--- src/rtl/pipe_ctrl_pkg.sv ---
`default_nettype none
// +---------------------------------------------------------------------------+
// | pipe_ctrl_pkg - shared state encoding and constants for pipeline_controller|
// | Revision: 1.0                                                             |
// +---------------------------------------------------------------------------+
package pipe_ctrl_pkg;

   typedef enum logic [1:0] {
      RUN      = 2'd0,
      MEM_WAIT = 2'd1,
      REDIRECT = 2'd2
   } pipe_ctrl_state_t;

   localparam logic [4:0] REG_ZERO = 5'd0;

endpackage
`default_nettype wire

--- src/rtl/pipeline_controller_hazard_detect.sv ---
`default_nettype none
// +---------------------------------------------------------------------------+
// | hazard_detect - combinational load-use comparator between EX and ID       |
// | Revision: 1.0                                                             |
// +---------------------------------------------------------------------------+
module hazard_detect
   import pipe_ctrl_pkg::*;
(
   input  logic [4:0] id_rs1_address,
   input  logic [4:0] id_rs2_address,
   input  logic       id_uses_rs1,
   input  logic       id_uses_rs2,
   input  logic [4:0] ex_rd_address,
   input  logic       ex_reg_write,
   input  logic       ex_is_load,
   output logic       load_use
);

   logic rs1_match;
   logic rs2_match;

   assign rs1_match = id_uses_rs1 && (id_rs1_address == ex_rd_address);
   assign rs2_match = id_uses_rs2 && (id_rs2_address == ex_rd_address);
   // x0 is hardwired, so a load targeting it never creates a dependency
   assign load_use  = ex_is_load && ex_reg_write && (ex_rd_address != REG_ZERO)
                      && (rs1_match || rs2_match);

endmodule
`default_nettype wire

--- src/rtl/pipeline_controller.sv ---
`default_nettype none
// +---------------------------------------------------------------------------+
// | pipeline_controller - stall/flush sequencer; PIPE_CTRL_PERF_EN adds perf  |
// | counters. Revision: 1.0                                                   |
// +---------------------------------------------------------------------------+
module pipeline_controller
   import pipe_ctrl_pkg::*;
#(
   parameter int MEM_TIMEOUT = 255
)
(
   input  logic        clk,
   input  logic        resetn,
   input  logic [4:0]  id_rs1_address,
   input  logic [4:0]  id_rs2_address,
   input  logic        id_uses_rs1,
   input  logic        id_uses_rs2,
   input  logic [4:0]  ex_rd_address,
   input  logic        ex_reg_write,
   input  logic        ex_is_load,
   input  logic        ex_redirect,
   input  logic        mem_access_valid,
   input  logic        mem_ready,
   output logic        pc_enable,
   output logic        if_id_enable,
   output logic        if_id_flush,
   output logic        id_ex_enable,
   output logic        id_ex_flush,
   output logic        ex_mem_enable,
   output logic        mem_timeout_error
`ifdef PIPE_CTRL_PERF_EN
   ,
   output logic [31:0] stall_cycles,
   output logic [31:0] flush_events
`endif
);

   localparam int              CNT_W   = $clog2(MEM_TIMEOUT + 1);
   localparam logic [CNT_W-1:0] CNT_MAX = CNT_W'(MEM_TIMEOUT);

   pipe_ctrl_state_t state_q, state_d;
   logic [CNT_W-1:0] wait_cnt_q, wait_cnt_d;
   logic             timeout_q, timeout_d;
   logic             load_use;
   logic             mem_stall;

   hazard_detect u_hazard_detect (
      .id_rs1_address (id_rs1_address),
      .id_rs2_address (id_rs2_address),
      .id_uses_rs1    (id_uses_rs1),
      .id_uses_rs2    (id_uses_rs2),
      .ex_rd_address  (ex_rd_address),
      .ex_reg_write   (ex_reg_write),
      .ex_is_load     (ex_is_load),
      .load_use       (load_use)
   );

   assign mem_stall = mem_access_valid && !mem_ready;

   always_comb begin
      state_d       = RUN;
      pc_enable     = 1'b1;
      if_id_enable  = 1'b1;
      if_id_flush   = 1'b0;
      id_ex_enable  = 1'b1;
      id_ex_flush   = 1'b0;
      ex_mem_enable = 1'b1;
      if (mem_stall) begin
         pc_enable     = 1'b0;
         if_id_enable  = 1'b0;
         id_ex_enable  = 1'b0;
         ex_mem_enable = 1'b0;
         // a pending wrong-path squash must survive the stall
         state_d       = (state_q == REDIRECT) ? REDIRECT : MEM_WAIT;
      end else if (state_q == REDIRECT) begin
         if_id_flush = 1'b1;
      end else if (ex_redirect) begin
         if_id_flush = 1'b1;
         id_ex_flush = 1'b1;
         state_d     = REDIRECT;
      end else if (load_use) begin
         pc_enable    = 1'b0;
         if_id_enable = 1'b0;
         id_ex_flush  = 1'b1;
      end
      if (!resetn) begin
         pc_enable     = 1'b0;
         if_id_enable  = 1'b0;
         if_id_flush   = 1'b0;
         id_ex_enable  = 1'b0;
         id_ex_flush   = 1'b0;
         ex_mem_enable = 1'b0;
      end
   end

   always_comb begin
      wait_cnt_d = '0;
      if ((state_q == MEM_WAIT) && mem_stall) begin
         wait_cnt_d = (wait_cnt_q == CNT_MAX) ? wait_cnt_q : wait_cnt_q + CNT_W'(1);
      end
      timeout_d = timeout_q || (wait_cnt_d == CNT_MAX);
   end

   always_ff @(posedge clk) begin
      if (!resetn) begin
         state_q    <= RUN;
         wait_cnt_q <= '0;
         timeout_q  <= 1'b0;
      end else begin
         state_q    <= state_d;
         wait_cnt_q <= wait_cnt_d;
         timeout_q  <= timeout_d;
      end
   end

   assign mem_timeout_error = timeout_q;

`ifdef PIPE_CTRL_PERF_EN
   logic [31:0] stall_cycles_q, stall_cycles_d;
   logic [31:0] flush_events_q, flush_events_d;

   always_comb begin
      stall_cycles_d = stall_cycles_q;
      flush_events_d = flush_events_q;
      if (!pc_enable && resetn) begin
         stall_cycles_d = stall_cycles_q + 32'd1;
      end
      if (if_id_flush || id_ex_flush) begin
         flush_events_d = flush_events_q + 32'd1;
      end
   end

   always_ff @(posedge clk) begin
      if (!resetn) begin
         stall_cycles_q <= '0;
         flush_events_q <= '0;
      end else begin
         stall_cycles_q <= stall_cycles_d;
         flush_events_q <= flush_events_d;
      end
   end

   assign stall_cycles = stall_cycles_q;
   assign flush_events = flush_events_q;
`endif

endmodule
`default_nettype wire

--- config.mk ---
export PLATFORM = sky130hd
export DESIGN_NAME = pipeline_controller
export DESIGN_NICKNAME = d
export VERILOG_FILES = /design/src/rtl/pipe_ctrl_pkg.sv /design/src/rtl/pipeline_controller_hazard_detect.sv /design/src/rtl/pipeline_controller.sv
export SDC_FILE = /design/constraint.sdc
export NUM_CORES = 1
export LEC_CHECK = 0
export CAP_MARGIN = 15
export CORE_ASPECT_RATIO = 1.2
export CORE_MARGIN = 8
export CORE_UTILIZATION = 30
export CTS_CLUSTER_SIZE = 30
export DETAILED_ROUTE_END_ITERATION = 8
export PLACE_DENSITY = 0.71
export SYNTH_ARGS = -nofsm -noshare
export SYNTH_HDL_FRONTEND = slang
export SYNTH_SLANG_ARGS = --single-unit
export TNS_END_PERCENT = 30
--- constraint.sdc ---
create_clock -name clk -period 1.55 [get_ports clk]
set_clock_uncertainty 0.1 [all_clocks]
set_input_delay 0.31 -clock clk [delete_from_list [all_inputs] [get_ports clk]]
set_output_delay 0.31 -clock clk [all_outputs]
set_load 0.005 [all_outputs]
==> images/clock_map.png <==
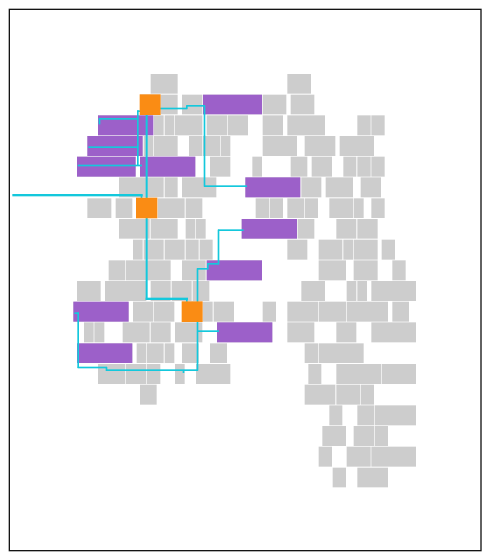
[purple] flip-flops | count: 11
[cyan] clock wires | length: 154 um
[orange] cells driving clock nets | count: 3
routed clock nets: 4
power drawn by the clock network: 202 uW
clk_lat worst skew: 270 ps
clock network fraction of total power: 0.313

==> job_summary.md <==
### Metrics collected by this job

| Metric | Value |
|---|---|
| Run status | complete, but fails checks |
| Violated checks | negative setup slack |
| Count of buffers added by post-CTS timing repair for setup | 1 |
| Post-synth mux share | 0.0548 |
| Synth warn | 0 |
| Total cells reported by yosys after synthesis | roughly 90 |
| Max Slew Vio Count | 0 |
| Io pins | 31 |
| Start of the worst register-to-register path | wait_cnt_q[0] |
| Floorplan Core Area | approximately 0.0025 mm2 |
| Flip-flop count of the largest register, all copies and words added | 8 |
| Fraction of layout instances using a drive strength above 1 | 0.486 |
| Final non-filler cell area | between 0.001 and 0.0015 mm2 |
| Type of the tightest min-delay check | reg -> reg |
| Syn Nets | ~120 |
| Static leakage | around 0.00055 uW |
| Die Span Y | between 70 and 80 um |
| Initial antenna violation count | 0 |
| Crit. End Element | output pin |
| Critical path, cell by cell | buf_8 > or4_4 > o2111ai_2 > buf_4 > a211oi_2 > buf_2 |
| Comb gates | around 74 |
| Vias per Instance | 4.89 |
| Met1 wire length | 979 um |
| Cell family with most CP delay | simple AND/OR/NAND/NOR gates |
| Placed insts | around 170 |
| Total of endpoints with negative setup slack in the final report | 5 |
| Most area-hungry cell type in the Yosys netlist | dfxtp_1 |
| Logic cell area | between 600 and 700 um2 |
| Count of cell types in the netlist | 33 |
| Area of the chip | 0.00438 mm2 |
| Most numerous logic cells after layout | 19 x buf_4, 14 x buf_2, 9 x dfxtp_1 |
| Final critical-path required period | approximately 1900 ps |
| DR vias | approximately 850 |
| Largest net degree at the start of global routing | 8 |
| Most instantiated cells after synthesis | 11 x dfxtp_1, 11 x xnor2_1, 9 x nand2_1, 7 x nor2_1 |
| Worst-case setup margin in the final layout | -351 ps |
| Share of flip-flops with an asynchronous set or reset | 0 |
| Number of global-route vias before repair | around 880 |
==> images/drive_strength.png <==
Bar = 20 um.
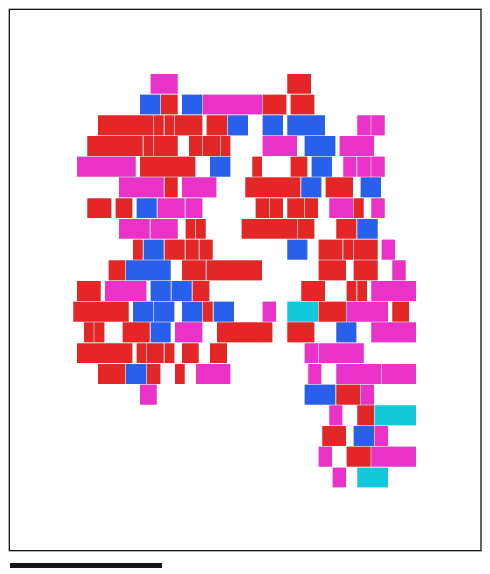
[blue] drive 3 to 4 | cells: 26 | share: 19%
[cyan] drive 6 and up | cells: 3 | share: 2.1%
[magenta] drive 2 | cells: 39 | share: 28%
[red] drive 1 or less | cells: 72 | share: 51%
worst-case setup margin in the final layout: -351 ps
Buffers excl. clock: 48
layout overhead on the synthesized area: 68.1%

Power is estimated from default activity; no workload was simulated.
